## src/rtl/piso_pkg.sv

```systemverilog
// rtl/piso_pkg.sv - shared state encoding and counter sizing for the serializer
package piso_pkg;

  localparam logic ST_IDLE  = 1'b0;
  localparam logic ST_SHIFT = 1'b1;

  typedef enum logic {
    IDLE  = ST_IDLE,
    SHIFT = ST_SHIFT
  } piso_state_t;

  // Bit counter width; never narrower than one bit.
  function automatic int cnt_width(input int w);
    return (w < 2) ? 1 : $clog2(w);
  endfunction

endpackage

```

## src/rtl/piso_bit_counter.sv

```systemverilog
// rtl/piso_bit_counter.sv - frame bit position counter with terminal-count flag
module piso_bit_counter
  import piso_pkg::*;
#(
  parameter int WIDTH = 8,
  parameter int CW    = cnt_width(WIDTH)
) (
  input  logic          clk,
  input  logic          reset,
  input  logic          clear,
  input  logic          load,
  input  logic          enable,
  output logic [CW-1:0] cnt,
  output logic          tc
);

  localparam logic [CW-1:0] TC_VAL = CW'(WIDTH - 1);

  // clear (abort) and load (new frame) both restart at bit 0; enable advances
  always_ff @(posedge clk or negedge reset) begin
    if (!reset) begin
      cnt <= '0;
    end else if (clear || load) begin
      cnt <= '0;
    end else if (enable) begin
      cnt <= cnt + 1'b1;
    end
  end

  assign tc = (cnt == TC_VAL);

endmodule

```

## src/rtl/piso_serializer.sv

```systemverilog
// rtl/piso_serializer.sv - parametrised parallel-in/serial-out serializer with handshake and markers
module piso_serializer
  import piso_pkg::*;
#(
  parameter int   WIDTH      = 8,
  parameter bit   LSB_FIRST  = 1'b0,
  parameter logic IDLE_LEVEL = 1'b0
) (
  input  logic             clk,
  input  logic             reset,
  input  logic             flush,
  input  logic             shift_en,
  input  logic [WIDTH-1:0] d,
  input  logic             load_valid,
  output logic             load_ready,
  output logic             q,
  output logic             q_valid,
  output logic             first,
  output logic             last,
  output logic             done
);

  localparam int CW = cnt_width(WIDTH);

  piso_state_t      state, state_d;
  logic [WIDTH-1:0] shift_reg, shift_d;
  logic             done_q, done_d;
  logic             cnt_clear, cnt_load, cnt_en;
  logic [CW-1:0]    cnt;
  logic             tc;
  logic             accept;

  piso_bit_counter #(
    .WIDTH (WIDTH),
    .CW    (CW)
  ) u_cnt (
    .clk    (clk),
    .reset  (reset),
    .clear  (cnt_clear),
    .load   (cnt_load),
    .enable (cnt_en),
    .cnt    (cnt),
    .tc     (tc)
  );

  // Ready in idle, or on the tick that consumes the final bit so frames chain gap-free
  assign load_ready = !flush && ((state == IDLE) || ((state == SHIFT) && tc && shift_en));
  assign accept     = load_valid && load_ready;

  // Next-state, shift register and counter control; flush overrides everything
  always_comb begin
    state_d   = state;
    shift_d   = shift_reg;
    done_d    = 1'b0;
    cnt_clear = 1'b0;
    cnt_load  = 1'b0;
    cnt_en    = 1'b0;
    if (flush) begin
      state_d   = IDLE;
      shift_d   = '0;
      cnt_clear = 1'b1;
    end else begin
      case (state)
        IDLE: begin
          if (accept) begin
            shift_d  = d;
            cnt_load = 1'b1;
            state_d  = SHIFT;
          end
        end
        SHIFT: begin
          if (shift_en) begin
            if (tc) begin
              done_d = 1'b1;
              if (accept) begin
                shift_d  = d;
                cnt_load = 1'b1;
              end else begin
                shift_d   = '0;
                cnt_clear = 1'b1;
                state_d   = IDLE;
              end
            end else begin
              shift_d = LSB_FIRST ? {1'b0, shift_reg[WIDTH-1:1]}
                                  : {shift_reg[WIDTH-2:0], 1'b0};
              cnt_en  = 1'b1;
            end
          end
        end
        default: begin
          state_d = IDLE;
        end
      endcase
    end
  end

  // State, data and done registers; reset drops any frame in flight
  always_ff @(posedge clk or negedge reset) begin
    if (!reset) begin
      state     <= IDLE;
      shift_reg <= '0;
      done_q    <= 1'b0;
    end else begin
      state     <= state_d;
      shift_reg <= shift_d;
      done_q    <= done_d;
    end
  end

  assign q       = (state == SHIFT) ? (LSB_FIRST ? shift_reg[0] : shift_reg[WIDTH-1]) : IDLE_LEVEL;
  assign q_valid = (state == SHIFT);
  assign first   = (state == SHIFT) && (cnt == '0);
  assign last    = (state == SHIFT) && tc;
  assign done    = done_q;

endmodule

```

## config.mk

```make
export PLATFORM = sky130hd
export DESIGN_NAME = piso_serializer
export DESIGN_NICKNAME = d
export VERILOG_FILES = /design/src/rtl/piso_pkg.sv /design/src/rtl/piso_bit_counter.sv /design/src/rtl/piso_serializer.sv
export SDC_FILE = /design/constraint.sdc
export NUM_CORES = 1
export LEC_CHECK = 0
export CAP_MARGIN = 10
export CORE_ASPECT_RATIO = 0.9
export CORE_MARGIN = 10
export CORE_UTILIZATION = 35
export CTS_BUF_LIST = sky130_fd_sc_hd__clkbuf_8
export CTS_CLUSTER_DIAMETER = 200
export DETAILED_ROUTE_END_ITERATION = 16
export SETUP_SLACK_MARGIN = 0.2
export SLEW_MARGIN = 25
export SYNTH_ARGS = -nofsm -noshare
export SYNTH_HDL_FRONTEND = slang
export SYNTH_SLANG_ARGS = --single-unit
```

## constraint.sdc

```tcl
create_clock -name clk -period 2.81 [get_ports clk]
set_input_delay 0.562 -clock clk [delete_from_list [all_inputs] [get_ports clk]]
set_output_delay 0.562 -clock clk [all_outputs]
set_load 0.02 [all_outputs]
```

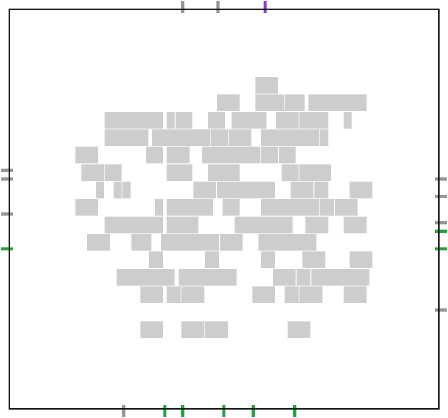
(run_1/pinout.png)
Pins as bars across the die edge, other pins in gray.
`d` -> green  # pins 8, direction input, edge 5 south, 2 east, 1 west
`q_valid` -> purple  # pins 1, direction output, edge north
Port Buf Inserts: 18
floorplan die width: 66.74 um
DIE HEIGHT: 62.07 um

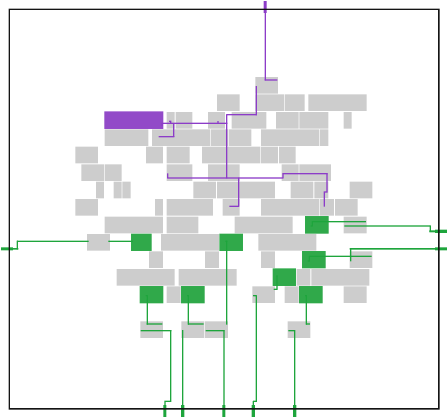
(run_1/port_trees.png)
`q_valid` -> purple  # direction output, end cells 1, wire 84.6 um
`d` -> green  # direction input, end cells 8, wire 175 um
Top-Level Pins: 19

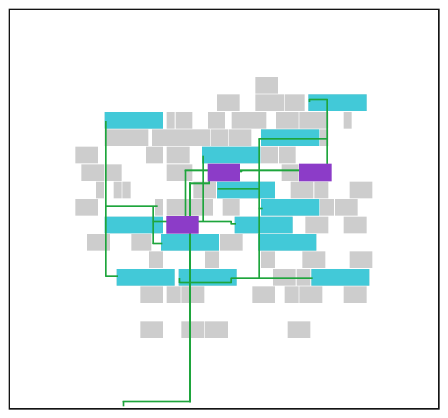
(run_1/clock_wires.png)
clock-net drivers -> purple  # count 3
clock wires -> green  # length 221 um
flip-flops -> cyan  # count 13
routed clock nets = 4
Fin Clk Skew: 0.001982 ns
clock latency of the later-clocked register in the worst-skew pair: 0.24 ns
power consumed by the clock network: 0.164 mW
clock group share of total power: 0.374

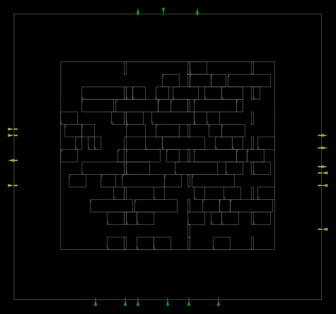
(run_1/placed.png)
count of standard-cell rows: 15
sequential share of cell area: 0.3408
Core Region: 0.001896 mm2
Final Core Density: 0.5036
final standard cell count with taps included and fillers excluded: 102

==> results.ini, run 1 <==
[detailed_routing]
total_met3_wirelength_after_detailed_routing_um = 85
drtAntennaViolNets = 0
route.layer.met1.wl_um = 765
top_layer_used = met4
route.detailed.drc = 0
detail_route.wl_per_cell_um = 15.48
totalWireLength_mm = 1.579

[final_timing]
fin_crit_sh = 0.8894
holdWs_ns = 0.5029
setup-violations-final = 0
drv_slew = 0
achievable-frequency_ghz = 0.4001
finalWorstPathRequiredPeriod_ns = 2.499
worst_slew_pin_slew_ns = 0.5903
timing_hold_violations_final = 0
post-route-worst-setup-slack_ns = 0.3109

[logic_synthesis]
syn-mean-instance-area_um2 = 12.74
area_leaders = sky130_fd_sc_hd__dfrtp_1 (47%), sky130_fd_sc_hd__a221o_1 (10%), sky130_fd_sc_hd__ha_1 (5.5%), sky130_fd_sc_hd__and2_0 (3.6%), sky130_fd_sc_hd__and2_1 (3.6%)
ys_seq_elements = 13
ys_cells = 54
yosys.stat.seqShare = 0.4727
ys_top_cells_by_count = sky130_fd_sc_hd__dfrtp_1 (13), sky130_fd_sc_hd__a221o_1 (7), sky130_fd_sc_hd__and2_0 (4), sky130_fd_sc_hd__and2_1 (4)
post_synth_inst_count = 54
asyncSetResetFlopFracSynth = 1.000
yosys.cell_count.top_type = sky130_fd_sc_hd__dfrtp_1
synth-edff-count = 0
yosysTopAreaCellShare = 0.4727
post_synth_instance_area_um2 = 688.2

[power_and_ir_drop]
switching_part_of_the_total = 0.2411
power.ir.vdd_worst_uv = 286.8
power.density_mw_per_mm2 = 458.3
seq-power_mw = 0.202
comb_power_share = 0.163
report.power.total_mw = 0.4375
cellInternalPower_mw = 0.3320
power_top_consumer = registers

[layout]
final_cell_area_um2 = 954.7
design.final.nets = 94
clkCellAreaFrac = 0.04718
post_route_cells_drive_above_1_share = 0.1558
num-clock-buffers = 3
flop_count = 13
logic_area_um2 = 354.1
nMultiInputCombCells = 38
nFillCells = 173
final_layout_top_logic_cells = sky130_fd_sc_hd__clkdlybuf4s50_1 (18), sky130_fd_sc_hd__dfrtp_1 (13), sky130_fd_sc_hd__a221o_1 (7)
area.share.combinational = 0.3709
area.growth.synth_to_final_pct = 38.73
num-nonclk-inverters = 3

[critical_path]
path_depth = 4
crit_buf_inv = 2
setup_cp_type = primary input to output pin
category_of_the_worst_setup_path_capture_point = output pin
worst_ep_required_time_ns = 2.25
critical_path_peak_fanout = 4
cp_common_cell = sky130_fd_sc_hd__clkdlybuf4s50_1

[clock_network]
cts_max_path_buffers = 2
number_of_buffers_inserted_for_hold_repair_after_clock_tree_synthesis = 0
cts-resized-gates = 0
cts-root-buf = sky130_fd_sc_hd__clkbuf_8
cts_setup_buffers = 0
tritoncts_num_sinks = 13
clock_tree.htree_level_count = 1

[grt]
grt.met1_usage = 0.1179
grt_pass1_wl_mm = 2.773
grt_overflow = 0
first_global_vias = 571
grtUsageMet2 = 0.1230
gr-usage-met3 = 0.03226

[flow_run]
stage_log_warnings = 27
drv.max_cap_violation_count = 0

[outcome]
outcome = completed

[floorplan]
fp.dieArea_mm2 = 0.004142
tapcell.inserted = 25

[placed_design]
placedInstanceArea_um2 = 907.1
place.detailed.hpwl_mm = 1.173
gp_routability_congestion = 0.7140

-- run 1: final timing paths --
check                        startpoint           end  slack, ns
min in group asynchronous         reset  shift_reg[5]       0.69
max reg2reg                u_cnt.cnt[0]  shift_reg[4]       1.20
max                            shift_en    load_ready       0.31
max in group asynchronous         reset       q_valid       1.73
min reg2reg                shift_reg[0]  shift_reg[0]       0.50
min                        shift_reg[0]  shift_reg[0]       0.50
-- run 1: kinds of logic (layout without fill, tap and decap cells) --
group | count (synthesis) | in the layout | share of synthesized area
AND/OR/NAND/NOR | 18 | 18 | 0.2109
AND-OR/OR-AND | 14 | 14 | 0.2036
flip-flops | 13 | 13 | 0.4727
adder cells (fa/ha/maj) | 3 | 3 | 0.05455
buffers and inverters | 3 | 26 | 0.01636
multiplexers | 2 | 2 | 0.02909
XOR/XNOR | 1 | 1 | 0.01273
==> run_1/layers.png <==
The bar under the picture is 20 um long.
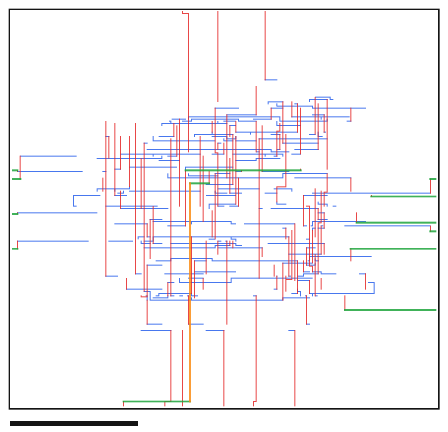

==> inputs of run 2 (changes only) <==
Settings changed: CORE_UTILIZATION 35 to 40, PLACE_DENSITY set to 0.68.
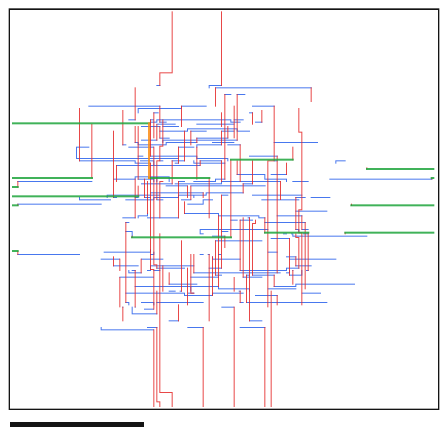
(run_2/layers.png)
The bar under the picture is 20 um long.
M1 -> blue  # wire length 690 um
M2 -> red  # wire length 656 um
M3 -> green  # wire length 127 um
M4 -> orange  # wire length 8.20 um
DRT Wirelength: 1.481 mm
Routed WL per cell: 14.66 um
total track usage: 0.09273

==> run 2 against run 1 <==
  * Global-route usage is 0.26 points higher
  * Cell area is 0.13% lower
  * Flip-flop count stayed put
  * Combinational power is 1% lower
  * Synthesized cell count stayed put
  * Hold slack worse by 0.0066 ns
  * Non-clock buffer count stayed put
  * Power is 0.27% lower
  * Routed wire length is 6.2% lower
  * Critical endpoint unchanged
  * Highest routed layer unchanged
==> results.ini, run 2 <==
[clock_network]
cts_max_path_buffers = 2
cts-root-buf = sky130_fd_sc_hd__clkbuf_8
number_of_buffers_inserted_for_hold_repair_after_clock_tree_synthesis = 0
cts-resized-gates = 0
cts_setup_buffers = 0
tritoncts_num_sinks = 13
clock_tree.htree_level_count = 1
clock_latency_ns = 0.24

[detailed_routing]
drtAntennaViolNets = 0
route.detailed.drc = 0

[floorplan]
fp.dieArea_mm2 = 0.003782
core-area_mm2 = 0.001647
die_height_um = 59.35
die_w_um = 63.72
ios = 19
rows = 14

[power_and_ir_drop]
report.power.total_mw = 0.4363
power.density_mw_per_mm2 = 457.6
seq-power_mw = 0.203
comb_power_share = 0.161
switching_part_of_the_total = 0.2391
power.clock.fraction = 0.374
power.ir.vdd_worst_uv = 373.3
power_top_consumer = registers

[placed_design]
placedInstanceArea_um2 = 905.9
port_buf_inserts = 18
gp_routability_congestion = 0.7628

[critical_path]
setup_cp_type = register to output pin
r2r-start = u_cnt.cnt[1]
rr_endpoint = shift_reg[5]
path_depth = 5
worst_ep_required_time_ns = 2.25
crit_buf_inv = 1
timing.critical_path.from = u_cnt.cnt[1]
category_of_the_worst_setup_path_capture_point = output pin
cp_slowest_cell = sky130_fd_sc_hd__clkdlybuf4s50_1
crit_end = load_ready

[logic_synthesis]
synth-edff-count = 0
syn-mean-instance-area_um2 = 12.74
synthAdderAreaFrac = 0.05455
post_synth_instance_area_um2 = 688.2
synth_xor_xnor_area_share = 0.01273
area_leaders = sky130_fd_sc_hd__dfrtp_1 (47%), sky130_fd_sc_hd__a221o_1 (10%), sky130_fd_sc_hd__ha_1 (5.5%), sky130_fd_sc_hd__and2_0 (3.6%), sky130_fd_sc_hd__and2_1 (3.6%)
post_synth_mux_area_share = 0.02909
yosys.cell_count.top_type = sky130_fd_sc_hd__dfrtp_1
yosys.area_share.aoi = 0.2036
post_synth_inst_count = 54
ys_top_cells_by_count = sky130_fd_sc_hd__dfrtp_1 (13), sky130_fd_sc_hd__a221o_1 (7), sky130_fd_sc_hd__and2_0 (4), sky130_fd_sc_hd__and2_1 (4)
yosys.stat.seqShare = 0.4727
synth_simple_gate_area_share = 0.2109
asyncSetResetFlopFracSynth = 1.000
synthTopLogicFamily = simple AND/OR/NAND/NOR gates

[final_timing]
holdWs_ns = 0.4963
worst_slew_pin_slew_ns = 0.5918
timing.max_slew.rel_slack = 0.6042
fin_crit_sh = 0.8820
drv_slew = 0
achievable-frequency_ghz = 0.4035
post-route-worst-setup-slack_ns = 0.3317
timing_hold_violations_final = 0

[layout]
nFillCells = 153
design.final.nets = 94
post_route_cells_drive_above_1_share = 0.1558
final_layout_top_logic_cells = sky130_fd_sc_hd__clkdlybuf4s50_1 (18), sky130_fd_sc_hd__dfrtp_1 (13), sky130_fd_sc_hd__a221o_1 (7)
area.growth.synth_to_final_pct = 38.55
layout.cells.non_filler = 101

[grt]
initial_antenna_violation_count = 0
first_global_vias = 545
grt_pass1_wl_mm = 2.691
grt_overflow = 0

[flow_run]
drv.max_cap_violation_count = 0
stage_log_warnings = 27

[outcome]
outcome = completed

[min_path]
hold_end = shift_reg[0]
worstHoldStart = shift_reg[0]

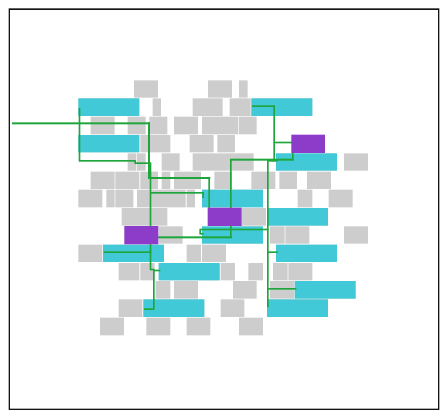
(run_2/clock_wires.png)
clock-net drivers -> purple  # count 3
flip-flops -> cyan  # count 13
clock wires -> green  # length 200 um
routed clock nets = 4
Fin Clk Skew: 0.003484 ns
power consumed by the clock network: 0.163 mW

==> run 2: cell counts after synthesis <==
Identical to the previous run, type by type.
==> run 2: cell type report <==
type | instances | area (um2) | share of cell area
multi-input cells | 38 | 354.1 | 0.3714
flip-flops and latches | 13 | 325.3 | 0.3412
repair buffers | 19 | 187.7 | 0.1969
clock buffers | 3 | 41.29 | 0.04331
well taps | 24 | 30.03 | 0.03150
inverters | 3 | 11.26 | 0.01181
clock inverters | 1 | 3.754 | 0.003937
==> run 2: metal layers <==
metal  track usage  vias to the layer above  part of all wire
met5             0                        -                 0
met2        0.1261                       16              0.44
met4       0.03738                        0            0.0054
li1              -                      249                 -
met1        0.1146                      244              0.47
met3       0.05671                        2             0.086
==> run_2/pinout.png <==
Pins as bars across the die edge, other pins in gray.
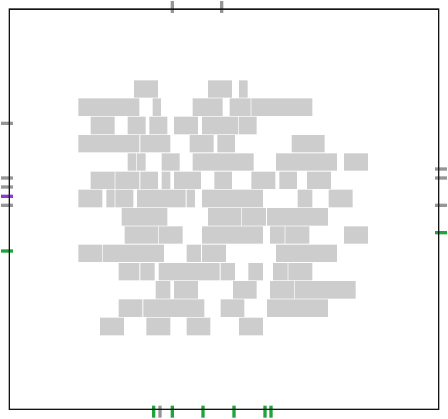

==> inputs of run 3 (changes only) <==
Settings changed: PLACE_DENSITY 0.68 to 0.71.
Clock period 2.81 ns to 2.18 ns, I/O delays scaled along.
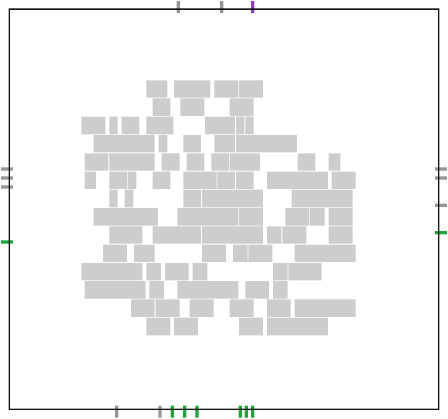
(run_3/pinout.png)
Pins as bars across the die edge, other pins in gray.
`q_valid` -> purple  # pins 1, direction output, edge north
`d` -> green  # pins 8, direction input, edge 6 south, 1 west, 1 east
floorplan die width: 63.72 um
DIE HEIGHT: 59.35 um

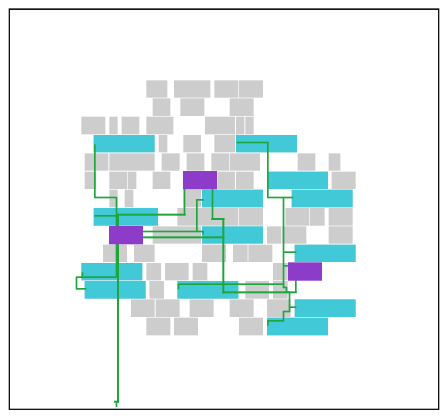
(run_3/clock_wires.png)
clock wires -> green  # length 212 um
clock-net drivers -> purple  # count 3
flip-flops -> cyan  # count 13
routed clock nets = 4
power consumed by the clock network: 0.213 mW
clock group share of total power: 0.376
Fin Clk Skew: 0.003442 ns
clock latency of the later-clocked register in the worst-skew pair: 0.25 ns

==> run 3 against run 2 <==
  * Cell area increased by 1.3%
  * Core utilization up 0.76 points
  * Synthesized cell count did not move
  * Clock skew about the same
  * Global-route usage is 0.52 points lower
  * Power increased by 30%
  * Sequential power is 29% higher
  * Sequential share of layout area shrank 0.31 points
  * Register-to-register slack lost 0.72 ns
  * Critical endpoint unchanged
  * Largest power group unchanged
==> results.ini, run 3 <==
[power_and_ir_drop]
switching_part_of_the_total = 0.2421
seq_power_share = 0.462
power_in_combinational_cells_mw = 0.0914
seq-power_mw = 0.261
power_top_consumer = registers
cellInternalPower_mw = 0.4288
power.net_switching_mw = 0.1369
report.power.total_mw = 0.5657
power.ir.vdd_worst_uv = 434.5
comb_power_share = 0.162
power.density_mw_per_mm2 = 585.6

[critical_path]
rr_endpoint = shift_reg[1]
crit_buf_inv = 1
timing.critical_path.from = u_cnt.cnt[1]
worst_ep_required_time_ns = 1.74
cp_slowest_cell = sky130_fd_sc_hd__dfrtp_1
regToRegSetupSlack_ns = 0.48
crit_end = load_ready
setup_cp_type = register to output pin
cp.arrival_ns = 1.41
path_depth = 5
worst_path_largest_cell_delay_ns = 0.40
critical_path_peak_fanout = 5
category_of_the_worst_setup_path_capture_point = output pin
crit_path_cell_trace = ha_1 > ha_2 > a21boi_2 > nor2_1 > clkbuf_2
r2r-start = u_cnt.cnt[1]

[logic_synthesis]
yosysWarningCount = 0
post_synth_instance_area_um2 = 688.2
synth_simple_gate_area_share = 0.2109
area_leaders = sky130_fd_sc_hd__dfrtp_1 (47%), sky130_fd_sc_hd__a221o_1 (10%), sky130_fd_sc_hd__ha_1 (5.5%), sky130_fd_sc_hd__and2_0 (3.6%), sky130_fd_sc_hd__and2_1 (3.6%)
ys_seq_elements = 13
ys_cells = 54
dominant_register_cell = sky130_fd_sc_hd__dfrtp_1
synth_xor_xnor_area_share = 0.01273
synthDistinctLibCells = 20
post_synth_inst_count = 54
synth-edff-count = 0
syn_nets = 70
ys_top_cells_by_count = sky130_fd_sc_hd__dfrtp_1 (13), sky130_fd_sc_hd__a221o_1 (7), sky130_fd_sc_hd__and2_0 (4), sky130_fd_sc_hd__and2_1 (4)
synth-area-yosys_um2 = 688.2
synth_area_leader_cell = sky130_fd_sc_hd__dfrtp_1
yosys.area_share.aoi = 0.2036
asyncSetResetFlopFracSynth = 1.000
yosys.stat.seqShare = 0.4727
syn-mean-instance-area_um2 = 12.74
post_synth_mux_area_share = 0.02909
yosysTopAreaCellShare = 0.4727
synthTopLogicFamily = simple AND/OR/NAND/NOR gates
synthAdderAreaFrac = 0.05455
yosys.cell_count.top_type = sky130_fd_sc_hd__dfrtp_1

[final_timing]
achievable-frequency_ghz = 0.5421
drv_slew = 0
post-route-worst-setup-slack_ns = 0.3354
totalNegativeSetupSlack_ns = 0
setup-violations-final = 0
worst_slew_pin_slew_ns = 0.5825
timing_hold_violations_final = 0
finalWorstPathRequiredPeriod_ns = 1.845
fin_crit_sh = 0.8461
timing.max_slew.rel_slack = 0.6104
holdWs_ns = 0.4953

[placed_design]
gp_routability_congestion = 0.7578
preCtsSetupSlack_ns = 0.01641
placed_cells_incl_taps = 100
port_buf_inserts = 18
place.detailed.hpwl_mm = 1.181
placedInstanceArea_um2 = 928.4

[layout]
design.final.nets = 97
layout.cells.non_filler = 104
final_cell_area_um2 = 965.9
finalCoreUtilization = 0.5866
post_route_cells_drive_above_1_share = 0.2250
layout_top_cell = sky130_fd_sc_hd__clkdlybuf4s50_1
largest_reg_flops = 8
final_layout_top_logic_cells = sky130_fd_sc_hd__clkdlybuf4s50_1 (15), sky130_fd_sc_hd__dfrtp_1 (12), sky130_fd_sc_hd__a221o_1 (7)
area.growth.synth_to_final_pct = 40.36

[detailed_routing]
detail_route.wl_per_cell_um = 14.58
detailedRoute.firstIterationViolations = 7
total_met3_wirelength_after_detailed_routing_um = 99
totalWireLength_mm = 1.516
num_vias = 527
route.detailed.drc = 0
met2_wirelength_um = 705
drtAntennaViolNets = 0
top_layer_used = met4
tritonroute_pass_1_iters = 4
route.layer.met1.wl_um = 672
vias_per_cell = 5.067

[grt]
first_global_vias = 555
grt_pass1_wl_mm = 2.573
initial_antenna_violation_count = 0
grtUsageMet2 = 0.1390
gr-usage-all-layers = 0.08755
gr-usage-met3 = 0.04159
grt.met1_usage = 0.09277
global_route.peak_usage_layer = met2
grt_overflow = 0

[min_path]
min-delay-path-class = register to register
timing.hold.worst_path_depth = 1
hold_end = shift_reg[0]
worstHoldStart = shift_reg[0]

[clock_network]
tritoncts_num_sinks = 13
number_of_buffers_inserted_for_hold_repair_after_clock_tree_synthesis = 0
cts_max_path_buffers = 2
tritoncts = built
cts-root-buf = sky130_fd_sc_hd__clkbuf_8
clock_tree.htree_level_count = 1
numCtsBuffers = 3

[outcome]
outcome = completed

[flow_run]
drv.max_cap_violation_count = 0
stage_log_warnings = 28

[floorplan]
ios = 19
fp.dieArea_mm2 = 0.003782
core-area_mm2 = 0.001647
rows = 14

[run 3: cell count changes in the layout (fill, tap and decap cells not counted)]
cell                              previous run  this run
sky130_fd_sc_hd__buf_4                       1         4
sky130_fd_sc_hd__clkbuf_2                    0         2
sky130_fd_sc_hd__clkdlybuf4s50_1            18        15
sky130_fd_sc_hd__dfrtp_1                    13        12
sky130_fd_sc_hd__dfrtp_2                     0         1
sky130_fd_sc_hd__dlygate4sd2_1               0         1
[run 3: area by class of cell]
cell class,count,area (um2)
Tap cell,24,30.03
Clock buffer,3,41.29
Fill cell,157,680.7
Clock inverter,1,3.754
Multi-Input combinational cell,38,354.1
Sequential cell,13,326.6
Timing Repair Buffer,22,198.9
Inverter,3,11.26
[run 3: what timing repair did]
item                       4_1_cts  5_1_grt
setup endpoints to repair        3        3
setup buffers                    0        0
gates resized                    5        4
Power is estimated from default activity; no workload was simulated.
